Close-up of the layout:
Region (19, 40) to (59, 80) um. Cells in grey, sequential cells in the stronger grey; small squares are vias.
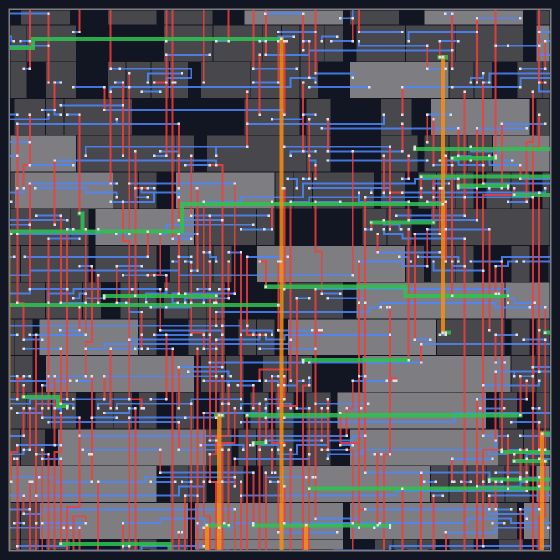
Where the registers sit:
(6 px per um) Other sequential cells in the stronger grey, the rest of the logic in the fainter grey.
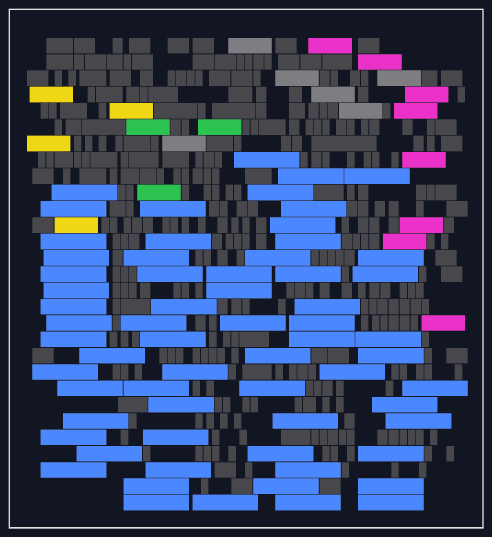
--- src/rtl/fifo_pkg.sv ---
// fifo_pkg: width helpers and parameter legality check shared by the FIFO files
package fifo_pkg;
    function automatic int cnt_w(input int depth);
        return $clog2(depth + 1);
    endfunction
    function automatic int ptr_w(input int depth);
        return depth > 2 ? $clog2(depth) : 1;
    endfunction
    function automatic bit params_ok(input int depth, input int af, input int ae);
        return depth >= 2 && af >= 1 && af <= depth && ae >= 0 && ae <= depth - 1;
    endfunction
endpackage

--- src/rtl/fifo_ram.sv ---
// fifo_ram: flop array with one write port and one asynchronous read port
module fifo_ram #(
    parameter int WIDTH = 8,
    parameter int DEPTH = 8,
    parameter int AW    = 3
) (
    input  logic             clk,
    input  logic             we,
    input  logic [AW-1:0]    waddr,
    input  logic [AW-1:0]    raddr,
    input  logic [WIDTH-1:0] wdata,
    output logic [WIDTH-1:0] rdata
);
    logic [WIDTH-1:0] mem [DEPTH];
    always_ff @(posedge clk)
        if (we) mem[waddr] <= wdata;
    assign rdata = mem[raddr];
endmodule

--- src/rtl/sync_fifo_fwft.sv ---
// sync_fifo_fwft: single-clock FIFO with count, almost flags, flush, sticky errors and FWFT option
module sync_fifo_fwft
    import fifo_pkg::*;
#(
    parameter int DEPTH    = 8,
    parameter int WIDTH    = 8,
    parameter int FWFT     = 0,
    parameter int AF_LEVEL = DEPTH - 1,
    parameter int AE_LEVEL = 1
) (
    input  logic                     clk,
    input  logic                     rstn,
    input  logic                     flush,
    input  logic [WIDTH-1:0]         wdata,
    input  logic                     wen,
    output logic                     full,
    output logic                     almost_full,
    input  logic                     ren,
    output logic [WIDTH-1:0]         rdata,
    output logic                     rvalid,
    output logic                     empty,
    output logic                     almost_empty,
    output logic [cnt_w(DEPTH)-1:0]  count,
    output logic                     overflow,
    output logic                     underflow
);
    localparam int CW = cnt_w(DEPTH);
    localparam int PW = ptr_w(DEPTH);

    if (!params_ok(DEPTH, AF_LEVEL, AE_LEVEL)) begin : g_bad_params
        $error("sync_fifo_fwft: illegal DEPTH/AF_LEVEL/AE_LEVEL");
    end

    logic [PW-1:0]    wptr, rptr;
    logic [WIDTH-1:0] ram_q, rd_q;
    logic             rv_q, we, re;

    assign we           = wen && !full && !flush;
    assign re           = ren && !empty && !flush;
    assign full         = count == CW'(DEPTH);
    assign empty        = count == '0;
    assign almost_full  = count >= CW'(AF_LEVEL);
    assign almost_empty = count <= CW'(AE_LEVEL);

    fifo_ram #(.WIDTH(WIDTH), .DEPTH(DEPTH), .AW(PW)) u_ram (
        .clk   (clk),
        .we    (we),
        .waddr (wptr),
        .raddr (rptr),
        .wdata (wdata),
        .rdata (ram_q)
    );

    always_ff @(posedge clk) begin
        if (!rstn || flush) begin
            wptr      <= '0;
            rptr      <= '0;
            count     <= '0;
            overflow  <= 1'b0;
            underflow <= 1'b0;
        end else begin
            if (we) wptr <= wptr == PW'(DEPTH - 1) ? '0 : wptr + PW'(1);
            if (re) rptr <= rptr == PW'(DEPTH - 1) ? '0 : rptr + PW'(1);
            count     <= count + CW'(we) - CW'(re);
            overflow  <= overflow | (wen && full);
            underflow <= underflow | (ren && empty);
        end
    end

    // Registered read stage; flush drops re, so rvalid clears without touching rdata.
    always_ff @(posedge clk) begin
        if (!rstn) begin
            rd_q <= '0;
            rv_q <= 1'b0;
        end else begin
            rv_q <= re;
            if (re) rd_q <= ram_q;
        end
    end

    assign rdata  = FWFT != 0 ? (empty ? '0 : ram_q) : rd_q;
    assign rvalid = FWFT != 0 ? !empty : rv_q;
endmodule

--- config.mk ---
export PLATFORM = sky130hd
export DESIGN_NAME = sync_fifo_fwft
export DESIGN_NICKNAME = d
export VERILOG_FILES = /design/src/rtl/fifo_pkg.sv /design/src/rtl/fifo_ram.sv /design/src/rtl/sync_fifo_fwft.sv
export SDC_FILE = /design/constraint.sdc
export NUM_CORES = 1
export LEC_CHECK = 0
export ABC_AREA = 1
export CAP_MARGIN = 30
export CORE_ASPECT_RATIO = 1.1
export CORE_MARGIN = 2
export CORE_UTILIZATION = 62
export DETAILED_ROUTE_END_ITERATION = 16
export PLACE_DENSITY = 0.81
export SLEW_MARGIN = 10
export SYNTH_ARGS = -nofsm -noshare
export SYNTH_HDL_FRONTEND = slang
export SYNTH_SLANG_ARGS = --single-unit
--- constraint.sdc ---
create_clock -name clk -period 4.95 [get_ports clk]
set_clock_uncertainty 0.15 [all_clocks]
set_input_delay 1.2375 -clock clk [delete_from_list [all_inputs] [get_ports clk]]
set_output_delay 1.2375 -clock clk [all_outputs]
set_load 0.05 [all_outputs]
==> impl_metrics.ini <==
; yosys + openroad results
[outcome]
status = finished clean

[setup_path]
crit_cells = 6
slowest_stage = clkdlybuf4s50_1
reg2reg_to = count[3]
crit_type = register to output pin
endpoint = almost_empty
critPathTopFamily = buffers and inverters
crit_start = count[2]
critPathMaxFanout = 4
rrSetupSlack_ns = 2.50
crit_buf_inv = 3
worst_path_largest_cell_delay_ns = 0.79

[layout]
largest_reg_flops = 64
biggestCellCategory = registers
mostFrequentLayoutCell = nand2_1

[placed_design]
post-place-ws_ns = 1.52
hpwl_um = 5220

[clocking]
cts.sinks = 85
cts_setup_buffers = 0
root_buffer = clkbuf_8

[synthesis]
yosys_area_um2 = 3810
ys_sh_xor_pct = 0.230
yosys.stat.seqShare_pct = 61.5
syn_area_um2 = 3810
synth_area_leader_cell = edfxtp_1
fa_ha_area_share_pct = 4.47
synthAoiAreaFrac_pct = 3.16
numSynthFlops = 85

[global_routing]
grt_use_total_pct = 24.8
grt_pass1_wl_um = 12200
grt_max_degree = 37

[pwr]
p_seq_share_pct = 56.8
clock_power_uw = 475
pwr-share-clk_pct = 34.6
p_int_mw = 1.04
p_comb_share_pct = 8.6
power-top-group = sequential cells

[drt]
detail_route.first_pass.iterations = 6
top_layer_used = met4
drtAntennaViolNets = 0
met1_length_um = 3210
dr_total_vias = 2584
drc = 0

[timing]
finalClockPeriodUsage_pct = 71.2
fmax_mhz = 284
worst_pin_slew_ns = 0.703
whs_ns = 0.304

[die]
die_w_um = 78.7

[worst_hold_path]
hold_class = register to register
min_to = underflow

[flow_run]
warnings = 29
## Picture notes: 'close-up of the layout'
[green] met3
[orange] met4
[red] met2
[blue] met1
most frequent: nand2_1 (27), inv_1 (26), nand3_1 (23)
cells with their middle in the window: 145
sequential cells in the window: 21
netlist names of flops here include: u_ram.mem (13), wptr (3), rptr (2)

## Picture notes: 'where the registers sit'
[blue] u_ram.mem | placed flops: 64
[yellow] count | placed flops: 4 | where: top left
[green] wptr | placed flops: 3
[magenta] rdata | placed flops: 8
not coloured: 6
sequential cell area share: 54.5%
utilization after layout: 73.6%
total sequential power: 781 uW
register area: 2340 um^2

-- cell usage after synthesis --
| cell | instances |
|---|---|
| o21ai_0 | 3 |
| buf_8 | 1 |
| ha_1 | 12 |
| nand2_2 | 1 |
| buf_4 | 1 |
| o211ai_1 | 1 |
| dfxtp_1 | 21 |
| nor2_8 | 1 |
| nand3b_4 | 1 |
| nor2_1 | 18 |
| clkinv_1 | 1 |
| buf_2 | 4 |
| nand2_4 | 1 |
| a21oi_1 | 15 |
| a211oi_1 | 2 |
| nand3_1 | 50 |
| fa_1 | 1 |
| xor2_1 | 1 |
| a21o_1 | 1 |
| nor2_2 | 2 |
| edfxtp_1 | 64 |
| buf_6 | 6 |
| inv_1 | 67 |
| inv_2 | 5 |
| inv_4 | 1 |
| nand2_1 | 103 |
Power figures rest on the tool's default switching activity, not on a simulated workload.
